Run 1, logic cells by family:
The bar under the picture is 20 um long.
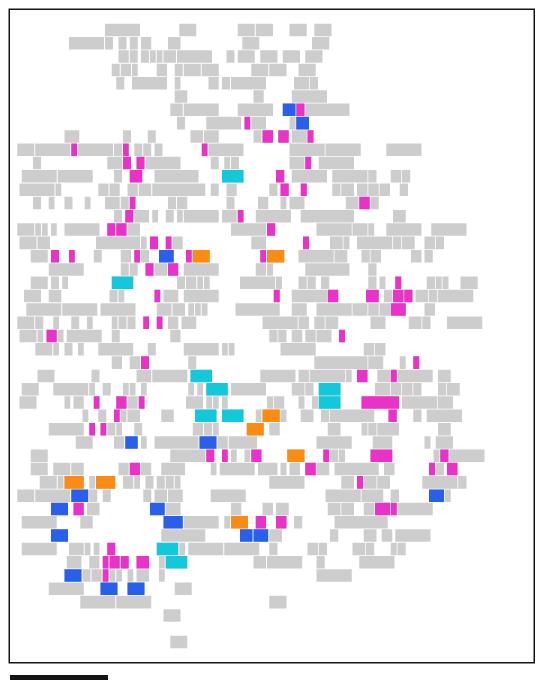
Run 1, signal wires on met1:
The bar under the picture is 20 um long. Supply wires on this layer in grey.
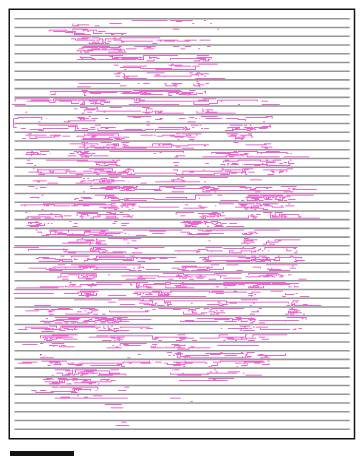
Run 1, track usage over the die:
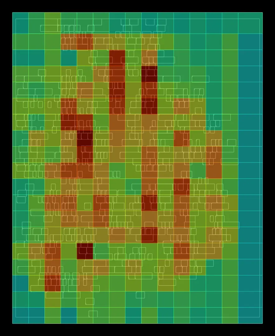
`config.mk`:
```
export PLATFORM = sky130hd
export DESIGN_NAME = sfq_pulse_driver
export DESIGN_NICKNAME = d
export VERILOG_FILES = /design/src/rtl/sfq_pulse_driver.sv
export SDC_FILE = /design/constraint.sdc
export NUM_CORES = 1
export LEC_CHECK = 0
export CAP_MARGIN = 25
export CORE_ASPECT_RATIO = 1.25
export CORE_UTILIZATION = 30
export CTS_CLUSTER_SIZE = 28
export DETAILED_ROUTE_END_ITERATION = 6
export GPL_ROUTABILITY_DRIVEN = 0
export GPL_TIMING_DRIVEN = 0
export MAX_ROUTING_LAYER = met4
export PLACE_DENSITY = 0.53
export SYNTH_ARGS = -nofsm -noshare
export SYNTH_HDL_FRONTEND = slang
export SYNTH_SLANG_ARGS = --single-unit
```
`constraint.sdc`:
```
create_clock -name clk -period 4.5 [get_ports clk]
set_clock_uncertainty 0.15 [all_clocks]
set_input_delay 0.9 -clock clk [delete_from_list [all_inputs] [get_ports clk]]
set_output_delay 0.9 -clock clk [all_outputs]
set_load 0.1 [all_outputs]
```
`src/rtl/sfq_pulse_driver.sv`:
```
// sfq_pulse_driver: toggle-encoded SFQ pulse-train source with start-up holdoff and burst commands
module sfq_pulse_driver #(
  parameter int STARTUP_CYCLES = 8,
  parameter int MIN_GAP = 2,
  parameter int CW = 8
) (
  input  logic          clk,
  input  logic          rst_n,
  input  logic          cmd_valid,
  output logic          cmd_ready,
  input  logic [CW-1:0] cmd_count,
  input  logic [CW-1:0] cmd_gap,
  input  logic          abort,
  output logic          out,
  output logic          busy,
  output logic          done,
  output logic [15:0]   pulses_sent
);
  typedef enum logic [1:0] {INIT, IDLE, RUN} state_t;
  state_t state_q, state_d;
  logic [31:0] hold_q, hold_d;
  logic [CW-1:0] cnt_q, cnt_d, gap_q, gap_d, gcnt_q, gcnt_d, gap_eff;
  logic [15:0] pulses_q, pulses_d;
  logic out_q, out_d, ready_q, ready_d, busy_q, busy_d, done_q, done_d;
  assign gap_eff = cmd_gap < CW'(MIN_GAP) ? CW'(MIN_GAP) : cmd_gap;
  always_comb begin
    state_d = state_q;
    hold_d = hold_q;
    cnt_d = cnt_q;
    gap_d = gap_q;
    gcnt_d = gcnt_q;
    pulses_d = pulses_q;
    out_d = out_q;
    ready_d = ready_q;
    busy_d = busy_q;
    done_d = 1'b0;
    case (state_q)
      INIT: begin
        hold_d = hold_q == 32'd0 ? hold_q : hold_q - 32'd1;
        state_d = hold_q == 32'd0 ? IDLE : INIT;
        ready_d = hold_q == 32'd0;
      end
      IDLE: if (cmd_valid) begin
        cnt_d = cmd_count;
        gap_d = gap_eff;
        gcnt_d = '0;
        done_d = cmd_count == '0;
        state_d = cmd_count == '0 ? IDLE : RUN;
        ready_d = cmd_count == '0;
        busy_d = cmd_count != '0;
      end
      RUN: begin
        // abort wins over a scheduled toggle; cnt_q==0 is the closing edge after the last toggle
        if (abort || cnt_q == '0) begin
          state_d = IDLE;
          ready_d = 1'b1;
          busy_d = 1'b0;
          done_d = !abort;
        end else if (gcnt_q == '0) begin
          out_d = !out_q;
          pulses_d = pulses_q + 16'd1;
          cnt_d = cnt_q - CW'(1);
          gcnt_d = gap_q - CW'(1);
        end else begin
          gcnt_d = gcnt_q - CW'(1);
        end
      end
      default: state_d = INIT;
    endcase
  end
  always_ff @(posedge clk) begin
    if (!rst_n) begin
      state_q <= INIT;
      hold_q <= 32'(STARTUP_CYCLES);
      cnt_q <= '0;
      gap_q <= '0;
      gcnt_q <= '0;
      pulses_q <= '0;
      out_q <= 1'b0;
      ready_q <= 1'b0;
      busy_q <= 1'b0;
      done_q <= 1'b0;
    end else begin
      state_q <= state_d;
      hold_q <= hold_d;
      cnt_q <= cnt_d;
      gap_q <= gap_d;
      gcnt_q <= gcnt_d;
      pulses_q <= pulses_d;
      out_q <= out_d;
      ready_q <= ready_d;
      busy_q <= busy_d;
      done_q <= done_d;
    end
  end
  assign out = out_q;
  assign cmd_ready = ready_q;
  assign busy = busy_q;
  assign done = done_q;
  assign pulses_sent = pulses_q;
endmodule

```
==> Changelog: implementation, run 1 <==
### Implementation results

- Status: finished clean
- Unrepaired setup endpoints after global routing: false
- Critical Path RT: 4.57 ns
- Leak pwr: 0.00177 uW
- Log Warnings: 31
- Number of global-route vias before repair: 3880
- Pwr Density: 607 mW/mm^2
- Die height: 133 um
- Post-CTS sizing: 0
- ANT nets after route: 0
- 1st-pass router iterations: 4
- Post-CTS Setup Repair Bufs: 0
- First-pass GRT wire length: 19.0 mm
- Reg power frac: 31.1%
- Crit-path max FO: 10
- P&R area growth vs syn: 23.7%
- Critical Path, Cell by Cell: clkbuf_1 -> or4_1 -> nor2_1 -> a21oi_1 -> ha_1 -> or3b_2 -> nor3_1 -> o21ai_0 -> nor3_1 -> a2111oi_0
- Syn Area/Cell: 8.17 um^2
- Async set-reset flop share out of synthesis: 0%
- Post-route cell area: 0.00512 mm^2
- Clk buf depth: 2
- Crit start category: flip-flop
- Switching pwr: 1180 uW
- Worst-margin pin slew: 0.992 ns
- Worst slack at placement: 1.02 ns
- Largest area contributor in the netlist: dfxtp_1
- WL/cell: 15.3 um
- Iteration-0 DRC Markers: 131
- Latency at later pin: 0.34 ns
- TritonCTS Sinks: 78
- CP most frequent cell: nor3_1
- Layout cells sized above 1: 6.76%
- Clock tree from TritonCTS: built
- Period utilization: 71.4%
- Die area: 0.0143 mm^2
- Worst path slowest cell: nor2_1
- Fp util: 31.0%
- Power Total: 3110 uW
- Max transition margin: 33.7%
- Mapped Area: 0.00414 mm^2
- IO Port Bufs: 39
- Max H-tree Level: 3
- Drt drc: 0
- DR vias: 3981
- Clk pwr share: 29.4%
- Largest net degree at the start of global routing: 14
- Top-area cell share: 37.7%
- Setup TNS Final: 0 ns
- Peak supply drop: 0.246 mV
- Worst Hold Class: reg2reg
- Worst path max stage delay: 0.58 ns
- Detail Placement HPWL: 8.25 mm
- Yosys synthesis chip area: 0.00414 mm^2
- MI comb area: 0.00245 mm^2
- Final Critical Period: 3.21 ns
- CP endpoint kind: flip-flop
- Yosys warning tally: 0
- Antenna Cells: 0
- Sw Ratio: 37.8%
- Met2 usage: 29.2%
- Vias/cell: 5.43
- Num ports: 40
- Most frequent cells in the layout: dfxtp_1 (78), nand2_1 (54), a21oi_1 (50)
- Post-synth regs: 78
- Routed WL: 11.2 mm
- Hold_buf cts: 0
- Critical path data arrival time: 3.28 ns
- Top Family by Delay on Critical Path: simple AND/OR/NAND/NOR gates
- Most common cell after layout, fill and taps aside: dfxtp_1
- Num CTS Buffers: 9
- Root Buffer Master: clkbuf_16
- Die X: 107 um
- Area of the core: 0.0133 mm^2
- Final Hold Viols: 0
- Worst setup margin: 1.29 ns
- Yosys stat cell total: 506
- Combinational Power Share: 39.5%
- NumNets Final: 587
- Fmax: 0.311 GHz
- Post-DP Area: 0.00475 mm^2
- WP buf/inv: 1
- Storage element area: 0.00156 mm^2
- Mapped Nets: 536
- Met3 Use GR: 3.03%
- Post-Synthesis Cells: 506
- Initial antenna violation count: 0
- Critical path class: reg2reg
- CTS clk-pin slew, worst paths: 0.06 ns
- Cell area leaders: dfxtp_1 (38%), a21oi_1 (6.0%), nand2_1 (4.9%)
- Final setup fails: 0
- Count of library flops with an enable pin: 0
- Total grt overflow: 0
- Int Power: 1930 uW
- Synth Seq Share: 37.7%
- Slew Limit Fails: 0
- Met1 global-route usage: 20.3%
- Distinct lib cells used: 60
- Post-synth top flop: dfxtp_1
- Rows: 47
- Number of fill cells: 1357
-- 'logic cells by family' (at the start) --
- NOR gates: magenta (cells 78; most used nor2_1)
- AND-OR and OR-AND gates: blue (cells 16; most used a32o_1)
- multiplexers: orange (cells 8; most used mux2i_1)
- adder and majority cells: cyan (cells 10; most used ha_1)

-- 'signal wires on met1' (at the start) --
- main direction: horizontal
- wire length on this layer: 5130 um
- nets with wire on the layer: 548
- share of all routed wire: 46%

-- 'track usage over the die' (at the start) --
total track usage: 17.3%
gr busiest metal: met2
final core utilization: 38.3%

[run 1: registers in the layout, summed over array words and instances (netlist names)]
name / count
done: 1
out: 1
gap_q: 8
cmd_ready: 1
state_q: 2
hold_q: 32
pulses_sent: 16
gcnt_q: 8
busy: 1
cnt_q: 8
[run 1: Yosys cell counts, types with 2 or more instances]
library cell  count
o211ai_1          2
nand2b_1          9
or3_1            25
nor2b_1           3
mux2i_1           6
and4_1            2
o32ai_1           3
ha_1             10
inv_1            14
o41ai_1           2
nand3_1          18
o31a_1            2
o21ai_0          26
or2_2             6
or4_1            25
o21a_1            3
o22ai_1           3
a21oi_1          50
nor4b_1           2
and2_1            3
nand4_1           8
xor2_1            7
dfxtp_1          78
a32o_1            7
clkbuf_1         16
nor3b_1           3
a211oi_1          2
nor2_1           35
nand2_1          54
a31oi_1           3
mux2_2            2
nor3_1           18
o2bb2ai_1         2
nand3b_1          3
o31ai_1          12
nor4_1           14
xnor2_1           5
[run 1: worst min-delay path, stage by stage (launching register included)]
cell     delay (ns)
dfxtp_1        0.32
nand2_1        0.05
mux2i_1        0.06
[run 1: per-stage QoR]
stage / hold slack (ns) / cells
final: 0.329 / 733
after global routing: 0.347 / 733
after CTS: 0.335 / 733
after detailed placement: 0.326 / 717
after global placement: 0.314 / 716
after floorplan: 0.289 / 506
[run 1: kinds of logic after synthesis]
family / Yosys count / share of synthesized area [%]
and+or+nand+nor: 238 / 31.8
AOI/OAI and AO/OA: 128 / 19.8
DFF: 78 / 37.7
buffers and inverters: 32 / 3.12
xor gates and xnor gates: 12 / 2.54
adders and majority gates: 10 / 3.02
muxes: 8 / 2.00
[run 1: final timing paths]
| kind | startpoint | depth (start not counted) | slack [ns] | endpoint |
|---|---|---|---|---|
| max | gcnt_q[5] | 10 | 1.29 | gcnt_q[6] |
| min | hold_q[4] | 2 | 0.33 | hold_q[4] |
| max reg2reg | gcnt_q[5] | 10 | 1.29 | gcnt_q[6] |
| min reg2reg | hold_q[4] | 2 | 0.33 | hold_q[4] |
[run 1: power groups by stage]
stage	sequential (uW)	combinational (uW)	clock (uW)
2_1_floorplan	979	934	0
3_3_place_gp	973	1200	0
3_5_place_dp	978	1220	0
4_1_cts	963	1230	930
5_1_grt	993	1380	963
6_report	965	1230	913
[run 1: area by class of cell]
| cell class | instances | share of cell area [%] |
|---|---|---|
| Clock buffer | 10 | 4.67 |
| Sequential cell | 78 | 30.5 |
| Inverter | 14 | 1.03 |
| Tap cell | 171 | 4.18 |
| Clock inverter | 6 | 2.59 |
| Timing Repair Buffer | 40 | 7.73 |
| Buffer | 18 | 1.49 |
| Multi-Input combinational cell | 396 | 47.8 |
[run 1: metal layers]
metal	vias up	wire length [um]
met3	15	290
met2	59	5620
met1	1898	5130
met4	0	186
met5	-	0
li1	2009	-
==> run 2, diff against run 1 <==
clock period = 3.3 ns   (was 4.5 ns; I/O delays follow)
Run 2, signal wires on met1:
The bar under the picture is 20 um long. Supply wires on this layer in grey.
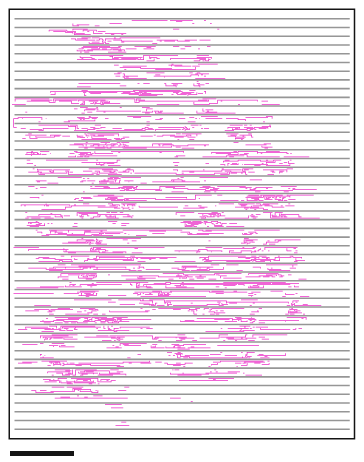
- nets with wire on the layer: 549
- main direction: horizontal
- share of all routed wire: 46%
- wire length on this layer: 5130 um
Routed WL: 11.3 mm
DR vias: 3976
met1 global-route usage: 20.3%

==> run 2 against run 1 <==
  * Combinational power rose by 36%
  * Core utilization barely moved
  * Final cell count did not move
  * Cell area barely moved
  * Sequential cell count did not move
  * Global-route usage did not move
  * Critical path type unchanged
  * Largest power group unchanged
==> Changelog: implementation, run 2 <==
### Implementation results

- Clock tree from TritonCTS: built
- Mapped Nets: 536
- Unrepaired setup endpoints after global routing: false
- CTS clk-pin slew, worst paths: 0.06 ns
- Die area: 0.0143 mm^2
- Final Hold Viols: 0
- WL/cell: 15.4 um
- P&R area growth vs syn: 23.8%
- Rows: 47
- Worst slack at placement: 0.0573 ns
- Max_cap viols: 0
- Total track usage: 17.3%
- Area share of xor/xnor cells in the synthesized design: 2.54%
- Worst Hold Class: reg2reg
- Most common cell after layout, fill and taps aside: dfxtp_1
- Hold_buf cts: 0
- Root Buffer Master: clkbuf_16
- Crit start category: flip-flop
- ANT nets after route: 0
- Simple share: 31.8%
- First-pass GRT wire length: 19.0 mm
- Total grt overflow: 0
- Synth cell count leaders: dfxtp_1 (78), nand2_1 (54), a21oi_1 (50)
- Log Warnings: 31
- Clk pwr share: 29.4%
- Critical Path RT: 3.38 ns
- Most frequent cell after synthesis: dfxtp_1
- Yosys warning tally: 0
- Most frequent cells in the layout: dfxtp_1 (78), nand2_1 (54), a21oi_1 (50)
- Drt drc: 0
- 1st-pass router iterations: 4
- Final setup fails: 0
- Count of library flops with an enable pin: 0
- Num ports: 40
- Largest logic family: simple AND/OR/NAND/NOR gates
- CP endpoint kind: flip-flop
- Initial antenna violation count: 0
- Period utilization: 94.7%
- Synth Seq Share: 37.7%
- Syn Area/Cell: 8.17 um^2
- Pwr Density: 827 mW/mm^2
- TritonCTS Sinks: 78
- Biggest register: hold_q
- Post-CTS sizing: 0
- Hold EP: hold_q[4]
- Hold Path Origin: hold_q[4]
- Fmax: 0.320 GHz
- Distinct lib cells used: 60
- Vias/cell: 5.42
- Worst setup margin: 0.174 ns
- MI comb area: 0.00245 mm^2
- Die height: 133 um
- Max H-tree Level: 3
- Number of fill cells: 1357
- Iteration-0 DRC Markers: 141
- Critical path data arrival time: 3.21 ns
- Max transition margin: 33.7%
- Hold Path Stages: 2
- IO Port Bufs: 39
- Critical path class: reg2reg
- Latency at later pin: 0.34 ns
- Yosys synthesis chip area: 0.00414 mm^2
- Combinational Power Share: 39.5%
- Post-Synthesis Cells: 506
- Post-CTS Setup Repair Bufs: 0
- Number of global-route vias before repair: 3880
- Mapped Area: 0.00414 mm^2
- Largest net degree at the start of global routing: 14
- Dpl cells: 717
- Setup TNS Final: 0 ns
- NumNets Final: 587
- Multiplexer share: 2.00%
- Slew Limit Fails: 0
- R2R cell count: 6
- Post-synth top flop: dfxtp_1
- Antenna Cells: 0
- Async set-reset flop share out of synthesis: 0%
- Storage element area: 0.00156 mm^2
- Status: finished clean
- FF-to-FF End: cnt_q[5]
- Yosys stat cell total: 506
- Synth Area in Compound Gates: 19.8%
- Max reg flops: 32
- Reg power frac: 31.1%
- Fin cells: 733
- Fp util: 31.0%
- Worst hold margin: 0.329 ns
- Final Critical Period: 3.13 ns
- Layout cells sized above 1: 6.94%
- Sw Ratio: 37.8%
- Top-area cell share: 37.7%
- Post-synth regs: 78
- Worst-margin pin slew: 0.992 ns
- Peak supply drop: 0.335 mV
- Worst r2r src: gcnt_q[5]
- Largest area contributor in the netlist: dfxtp_1
- Num CTS Buffers: 9
- R2r setup slk: 0.17 ns
- Adder Share, Synth: 3.02%
- Int Power: 2630 uW
- Area of the core: 0.0133 mm^2
- Leak pwr: 0.00177 uW
- Cell area leaders: dfxtp_1 (38%), a21oi_1 (6.0%), nand2_1 (4.9%)
- Crit-path max FO: 10
- Die X: 107 um
- Detail Placement HPWL: 8.25 mm
- Clk buf depth: 2
- Switching pwr: 1600 uW
Run 2, logic cells by family:
The bar under the picture is 20 um long.
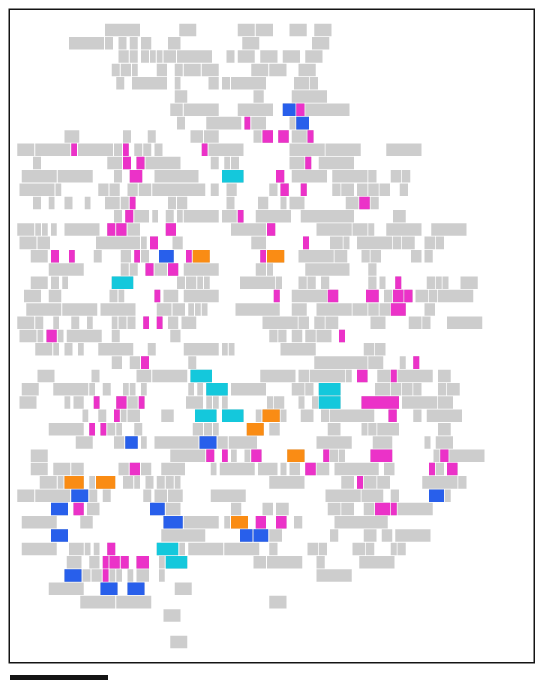
- adder and majority cells: cyan (cells 10; most used ha_1)
- AND-OR and OR-AND gates: blue (cells 16; most used a32o_1)
- multiplexers: orange (cells 8; most used mux2i_1)
- NOR gates: magenta (cells 78; most used nor2_1)

run 2: cell counts after synthesis:
No cell type changed its count.
run 2: logic make-up (layout without fill, tap and decap cells):
family          after synthesis  count (layout)
simple gates                238             238
compound gates              128             128
flops                        78              78
buf+inv                      32              88
xor+xnor                     12              12
fa+ha+maj                    10              10
mux                           8               8
run 2: layer usage:
layer  track usage [%]  vias to the layer above  wire length, um
li1                  -                     2008                -
met2              29.2                       64             5610
met1              20.3                     1889             5130
met3              3.03                       15              330
met5                 -                        -                0
met4              6.47                        0              185
run 2: worst max path at each step:
stage	from	to	depth (start not counted)
global placement	cmd_valid	gcnt_q[2]	6
CTS	gcnt_q[5]	gcnt_q[6]	10
floorplan	pulses_sent[3]	pulses_sent[11]	5
global route	gcnt_q[5]	cnt_q[7]	6
finish	gcnt_q[5]	cnt_q[5]	6
detailed placement	abort	pulses_sent[12]	6
run 2: area by class of cell:
type	instances	share of cell area, %
inverter	14	1.03
multi-input combinational	396	47.8
clock buffer	10	4.67
timing repair buffer	40	7.72
sequential	78	30.5
clock inverter	6	2.59
tap	171	4.18
buffer	18	1.49
run 2: power by group through the flow:
stage	combinational [uW]	sequential [uW]	clock (uW)
floorplan	1270	1330	0
global placement	1630	1330	0
detailed placement	1660	1330	0
CTS	1670	1310	1270
global route	1890	1350	1310
finish	1670	1320	1240
run 2: through the flow:
stage / total power [uW] / cell area [um^2] / utilization [%]
floorplan: 2610 / 4140 / -
global placement: 2960 / 4740 / 35.5
detailed placement: 2990 / 4750 / 35.6
CTS: 4250 / 5120 / 38.3
global route: 4560 / 5120 / 38.4
finish: 4230 / 5120 / 38.4
run 2: worst max-delay path: stages, from the launching register on:
cell and delay, ns:
dfxtp_1 0.30, clkbuf_1 0.17, nor4_1 0.61, nand2_1 0.44, nor4_1 0.89, nand3b_1 0.17
a32o_1 0.30
Power and IR drop assume default switching activity.
